===== src/rtl/span_stepper.sv =====
// span_stepper: pops one triangle record from the FIFO and decides whether
// it is finished. If not, it emits the visible span for the current line and
// writes the record back, stepped to the next line when it was active.
// Record layout, LSB upward: attr[0..NATTR-1] ({val, step, nstep} each),
// yend, ymid, ycurr, mbot, mtop, mlong, xmid, x2, x1. The top XW+XF bits of
// the REC_W word are reserved; they are carried through unchanged.
module span_stepper #(
  parameter int XW    = 10,
  parameter int XF    = 10,
  parameter int YW    = 10,
  parameter int NATTR = 4,
  parameter int AW    = 22,
  localparam int REC_W = 3*(XW+XF) + XW + 3*(XW+XF+1) + 3*YW + NATTR*(3*AW+2)
) (
  input  logic                      clk100,
  input  logic                      rst,
  input  logic [REC_W-1:0]          fifo_rd_data,
  input  logic                      fifo_empty,
  output logic                      fifo_pop,
  output logic [REC_W-1:0]          fifo_wr_data,
  output logic                      fifo_push,
  input  logic                      fifo_full,
  input  logic                      line_done,
  input  logic                      next_frame,
  input  logic                      next_line,
  output logic                      span_valid,
  input  logic                      span_ready,
  output logic [XW-1:0]             span_x1,
  output logic [XW-1:0]             span_x2,
  output logic [NATTR*AW-1:0]       span_attr,
  output logic [NATTR*(AW+1)-1:0]   span_nstep,
  output logic                      retired,
  output logic [YW-1:0]             ycounter
);

  localparam int XFW      = XW + XF;
  localparam int SW       = XFW + 1;
  localparam int ATW      = 3*AW + 2;
  localparam int YEND_LO  = NATTR*ATW;
  localparam int YMID_LO  = YEND_LO + YW;
  localparam int YCURR_LO = YMID_LO + YW;
  localparam int MBOT_LO  = YCURR_LO + YW;
  localparam int MTOP_LO  = MBOT_LO + SW;
  localparam int MLONG_LO = MTOP_LO + SW;
  localparam int XMID_LO  = MLONG_LO + SW;
  localparam int X2_LO    = XMID_LO + XW;
  localparam int X1_LO    = X2_LO + XFW;

  typedef enum logic [1:0] {IDLE, DECIDE, EMIT, PUSH} state_t;

  state_t             state, state_n;
  logic [REC_W-1:0]   cur_rec;
  logic [REC_W-1:0]   out_rec;
  logic [REC_W-1:0]   stepped;
  logic               active_q;
  logic               active_c;
  logic               visible;
  logic [YW-1:0]      ycurr_c;
  logic [YW-1:0]      yn;
  logic [XFW-1:0]     x1_n;
  logic [XFW-1:0]     x2_n;
  logic [AW-1:0]      attr_val;
  logic [AW:0]        attr_step;
  logic [AW+1:0]      attr_sum;
  logic [AW-1:0]      attr_new;

  assign ycurr_c  = cur_rec[YCURR_LO +: YW];
  assign active_c = (ycurr_c <= ycounter) && (ycurr_c < cur_rec[YEND_LO +: YW]);
  assign visible  = cur_rec[X1_LO+XF +: XW] != cur_rec[X2_LO+XF +: XW];

  assign fifo_wr_data = out_rec;
  assign span_x1      = cur_rec[X1_LO+XF +: XW];
  assign span_x2      = cur_rec[X2_LO+XF +: XW];

  // Build the record advanced by one line: x edges stepped, y bumped, attrs clamped.
  always_comb begin
    stepped   = cur_rec;
    attr_val  = '0;
    attr_step = '0;
    attr_sum  = '0;
    attr_new  = '0;
    yn   = ycurr_c + YW'(1);
    x1_n = cur_rec[X1_LO +: XFW] + cur_rec[MLONG_LO +: XFW];
    if (yn < cur_rec[YMID_LO +: YW])
      x2_n = cur_rec[X2_LO +: XFW] + cur_rec[MTOP_LO +: XFW];
    else if (yn == cur_rec[YMID_LO +: YW])
      x2_n = {cur_rec[XMID_LO +: XW], {XF{1'b0}}};
    else
      x2_n = cur_rec[X2_LO +: XFW] + cur_rec[MBOT_LO +: XFW];
    stepped[X1_LO +: XFW]   = x1_n;
    stepped[X2_LO +: XFW]   = x2_n;
    stepped[YCURR_LO +: YW] = yn;
    for (int i = 0; i < NATTR; i++) begin
      attr_val  = cur_rec[i*ATW + 2*AW + 2 +: AW];
      attr_step = cur_rec[i*ATW + AW + 1 +: AW + 1];
      attr_sum  = {2'b00, attr_val} + {attr_step[AW], attr_step};
      if (attr_sum[AW+1])
        attr_new = '0;
      else if (attr_sum[AW])
        attr_new = '1;
      else
        attr_new = attr_sum[AW-1:0];
      stepped[i*ATW + 2*AW + 2 +: AW] = attr_new;
    end
  end

  // Unpack the current attribute values and their per-pixel steps for the span.
  always_comb begin
    span_attr  = '0;
    span_nstep = '0;
    for (int i = 0; i < NATTR; i++) begin
      span_attr[i*AW +: AW]         = cur_rec[i*ATW + 2*AW + 2 +: AW];
      span_nstep[i*(AW+1) +: AW+1]  = cur_rec[i*ATW +: AW + 1];
    end
  end

  // State register; a new frame throws away whatever record is in flight.
  always_ff @(posedge clk100 or posedge rst) begin
    if (rst)
      state <= IDLE;
    else
      state <= state_n;
  end

  // Next state and handshake strobes; next_frame and reset silence everything.
  always_comb begin
    state_n    = state;
    fifo_pop   = 1'b0;
    fifo_push  = 1'b0;
    span_valid = 1'b0;
    retired    = 1'b0;
    case (state)
      IDLE: begin
        if (line_done && !fifo_empty) begin
          fifo_pop = 1'b1;
          state_n  = DECIDE;
        end
      end
      DECIDE: begin
        if (ycurr_c >= cur_rec[YEND_LO +: YW]) begin
          retired = 1'b1;
          state_n = IDLE;
        end else begin
          state_n = EMIT;
        end
      end
      EMIT: begin
        if (active_q && visible) begin
          span_valid = 1'b1;
          if (span_ready)
            state_n = PUSH;
        end else begin
          state_n = PUSH;
        end
      end
      PUSH: begin
        if (!fifo_full) begin
          fifo_push = 1'b1;
          state_n   = IDLE;
        end
      end
      default: state_n = IDLE;
    endcase
    if (next_frame || rst) begin
      fifo_pop   = 1'b0;
      fifo_push  = 1'b0;
      span_valid = 1'b0;
      retired    = 1'b0;
      state_n    = IDLE;
    end
  end

  // Capture the popped record, then latch the write-back image during DECIDE.
  always_ff @(posedge clk100 or posedge rst) begin
    if (rst) begin
      cur_rec  <= '0;
      out_rec  <= '0;
      active_q <= 1'b0;
    end else if (!next_frame) begin
      if (fifo_pop)
        cur_rec <= fifo_rd_data;
      if (state == DECIDE) begin
        active_q <= active_c;
        out_rec  <= active_c ? stepped : cur_rec;
      end
    end
  end

  // Current raster line; a frame start wins over a simultaneous line advance.
  always_ff @(posedge clk100 or posedge rst) begin
    if (rst)
      ycounter <= '0;
    else if (next_frame)
      ycounter <= '0;
    else if (next_line)
      ycounter <= ycounter + YW'(1);
  end

endmodule


===== config.mk =====
export PLATFORM = sky130hd
export DESIGN_NAME = span_stepper
export DESIGN_NICKNAME = d
export VERILOG_FILES = /design/src/rtl/span_stepper.sv
export SDC_FILE = /design/constraint.sdc
export NUM_CORES = 2
export LEC_CHECK = 0
export CAP_MARGIN = 10
export CELL_PAD_IN_SITES_DETAIL_PLACEMENT = 1
export CELL_PAD_IN_SITES_GLOBAL_PLACEMENT = 1
export CORE_AREA = 2 2 424 426
export CTS_CLUSTER_SIZE = 30
export DETAILED_ROUTE_END_ITERATION = 16
export DIE_AREA = 0 0 426 428
export PLACE_DENSITY_LB_ADDON = 0.1
export SETUP_SLACK_MARGIN = 0.5
export SYNTH_ARGS = -nofsm -noshare
export SYNTH_HDL_FRONTEND = slang
export SYNTH_SLANG_ARGS = --single-unit

===== constraint.sdc =====
create_clock -name clk100 -period 92.8 [get_ports clk100]
set_clock_uncertainty 0.15 [all_clocks]
set_input_delay 27.84 -clock clk100 [delete_from_list [all_inputs] [get_ports clk100]]
set_output_delay 27.84 -clock clk100 [all_outputs]
set_load 0.01 [all_outputs]

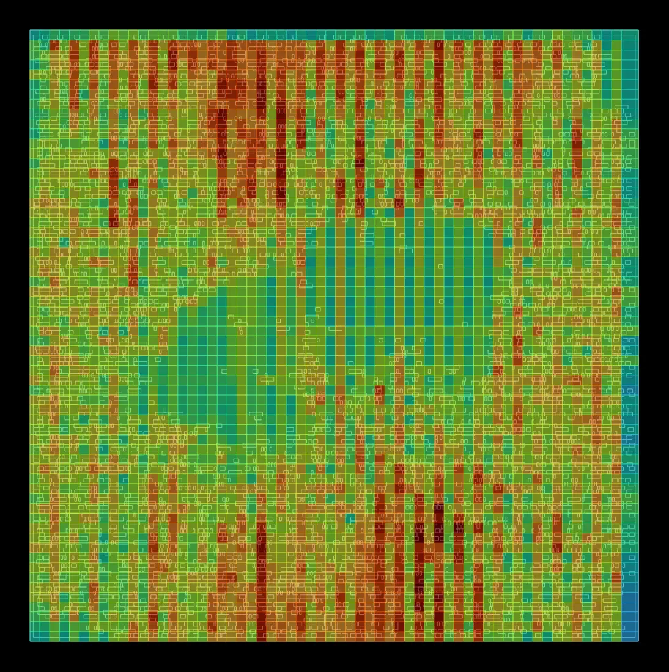
**Above:** routing congestion map.
met2 Usage GRT: 34.2%
Final Util: 33.8%

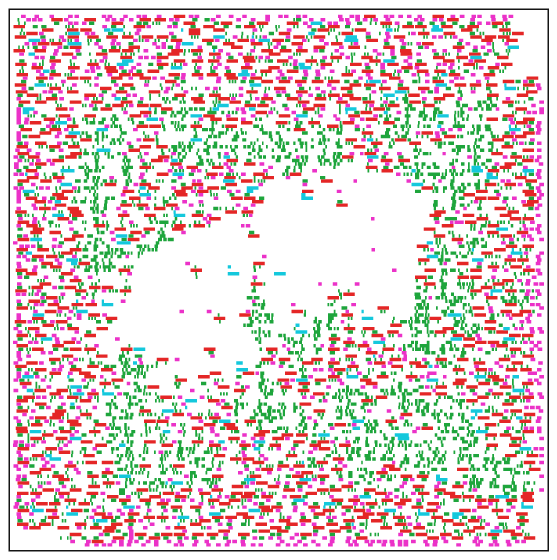
**Above:** placement by cell class.
red -> flops  # cells 883, share of their area 39%
cyan -> clock drivers and dummy loads  # cells 204, share of their area 6.7%
magenta -> other buffers and delay cells  # cells 1,144, share of their area 20%
green -> combinational and other logic  # cells 3,117, share of their area 35%
fraction of area in registers: 36.8%
core area: 0.178 sq mm

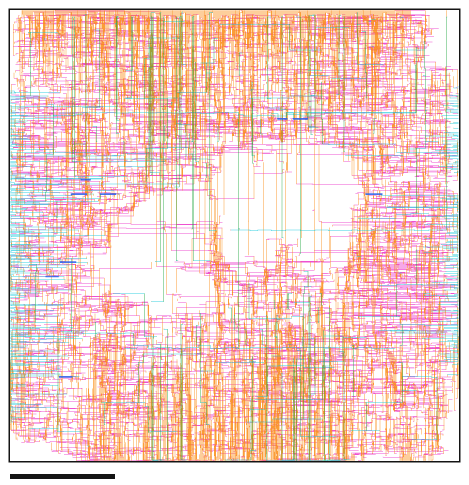
**Above:** wiring by layer.
The bar under the picture is 100 um long.
magenta -> metal 1  # wire length 77.9 mm
green -> metal 4  # wire length 9,040 um
orange -> metal 2  # wire length 92.5 mm
cyan -> metal 3  # wire length 10,400 um
blue -> metal 5  # wire length 108 um
average wire length per cell after detail routing: 24.6 um
total routing usage reported by global routing: 20.5%
final wirelength: 190,000 um
detailed-route via count: 35,434

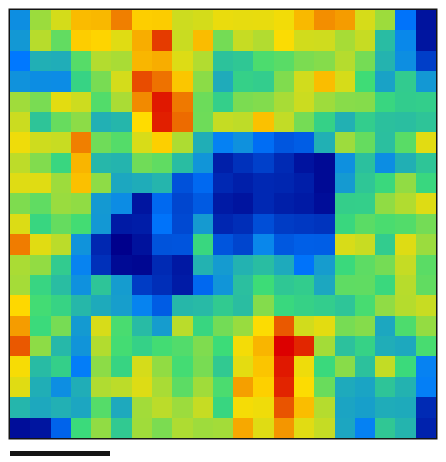
**Above:** wiring heat map.
The bar under the picture is 100 um long. The die is cut into 21 by 21 equal tiles; dark blue is low, red is high, scaled to the fullest tile. Values are wire area over tile area, all layers added.
emptiest ninth of the die = middle
nearly empty tiles = 0.70%
fullest tile = 0.34
mean over tiles = 0.17
tiles over half the peak = 51%

==> qor.log <==
qor: worst_setup_path.critical_path.reg2reg.startpoint cur_rec[297]$_DFFE_PP0P_
qor: drt.average_vias_per_placed_instance 4.59
qor: synthesis.yosys.stat.chipArea 0.0441 sq mm
qor: worst_setup_path.list_of_cells_traversed_by_the_critical_path clkdlybuf4s50_1 > nor2_1 > nand2_1 > nor4b_2 > clkdlybuf4s50_1
qor: finish.flops 883
qor: synthesis.synth_cell_types 74
qor: synthesis.synth_stat.cells 4,398
qor: finish.largest_cell_class registers
qor: worst_setup_path.crit_path_max_incr_delay 0.81 ns
qor: run_status.run_status completed
qor: global_route.first_global_vias 37,652
qor: worst_setup_path.crit-reg2reg-capture fifo_wr_data[119]$_DFFE_PP0P_
qor: synthesis.netlist.top_cell.by_area sky130_fd_sc_hd__dfrtp_1
qor: placed_design.dp_worst_setup_slack 34.28 ns
qor: floorplanning.vertical_die_dimension 428 um
qor: synthesis.top_area_share 50.1%
qor: pwr.p_sw_share 37.8%
qor: final_timing.finalWorstSetupSlack 34.44 ns
qor: pwr.comb_power_share 40.7%
qor: final_timing.tns 0 ns
qor: finish.post_route_cell_area 0.0601 sq mm
qor: run.cap_viol_max_count 0
qor: cts.root_buffer_master sky130_fd_sc_hd__clkbuf_16
qor: finish.non_clock_inverter_count 81
qor: worst_setup_path.worst_setup_path_endpoint span_valid
qor: finish.area_delta_synth_final 36.3%
qor: synthesis.synth.most_common_cell sky130_fd_sc_hd__nand2_1
qor: drt.drt_first_iter_violations 1,593
qor: cts.tritoncts built
qor: placed_design.place_inst 7,499
qor: drt.detailroute.wirelength.met2 92,500 um
qor: worst_setup_path.timing.critical_path.depth 5
qor: synthesis.postSynthCellCount 4,398
qor: final_timing.hold_slack 0.315 ns
qor: placed_design.detailed_place.area 0.0562 sq mm
qor: pwr.switching_power 0.672 mW
qor: synthesis.number_of_nets_at_floorplan 5,025
qor: final_timing.max-slew-margin-rel 27.7%
qor: worst_setup_path.path_class in2out
qor: pwr.total_power 1.78 mW
qor: synthesis.synth.yosys.warnings 0
## state kept, by name, summed over array words and instances (netlist names)
signal        cells
ycounter         10
cur_rec         435
active_q          1
state             2
fifo_wr_data    435
## worst register-to-register path, delay by kind of cell, from the launching register on
family	cells	cell delay, ns
AOI/OAI and AO/OA	4	0.83
adders and majority gates	1	0.33
buffers and inverters	1	0.17
DFF	1	0.58
and+or+nand+nor	4	2.48
## logic make-up after synthesis
group / Yosys count / synth area share, %
flip-flops: 883 / 50.1
AND-OR/OR-AND: 727 / 10.3
buffers and inverters: 479 / 5.87
adder cells (fa/ha/maj): 184 / 5.34
multiplexers: 426 / 10.8
AND/OR/NAND/NOR: 1569 / 14.9
XOR/XNOR: 130 / 2.58
## power groups by stage
stage | combinational, mW | sequential [mW] | clock [mW]
after floorplan | 0.383 | 0.594 | 0
after global placement | 0.730 | 0.601 | 0
after detailed placement | 0.735 | 0.604 | 0
after CTS | 0.740 | 0.599 | 0.476
after global routing | 0.795 | 0.613 | 0.490
final | 0.725 | 0.595 | 0.459
## cells in the final DEF, fill, tap and decap left out, drive strengths merged, types with 7 or more instances in the layout
cell type	Yosys	routed
clkdlybuf4s50	0	1091
nand2	1064	1064
dfrtp	883	883
mux2	409	409
a21oi	217	217
nor2	216	216
o21ai	209	209
ha	177	177
clkbuf	187	172
xnor2	87	87
inv	81	85
nand3	72	72
nor3	54	54
buf	210	53
a21o	48	48
a211oi	45	45
xor2	43	43
o22ai	39	39
and3	34	34
nand2b	29	29
a31oi	25	25
diode	0	22
clkinv	0	19
o21bai	18	18
o21a	18	18
or3	18	18
nor2b	17	17
mux2i	17	17
o211ai	16	16
nand4	14	14
a2111oi	11	11
o31ai	11	11
a211o	10	10
nor3b	8	8
bufinv	0	8
nor4	8	8
fa	7	7
Power figures rest on the tool's default switching activity, not on a simulated workload.
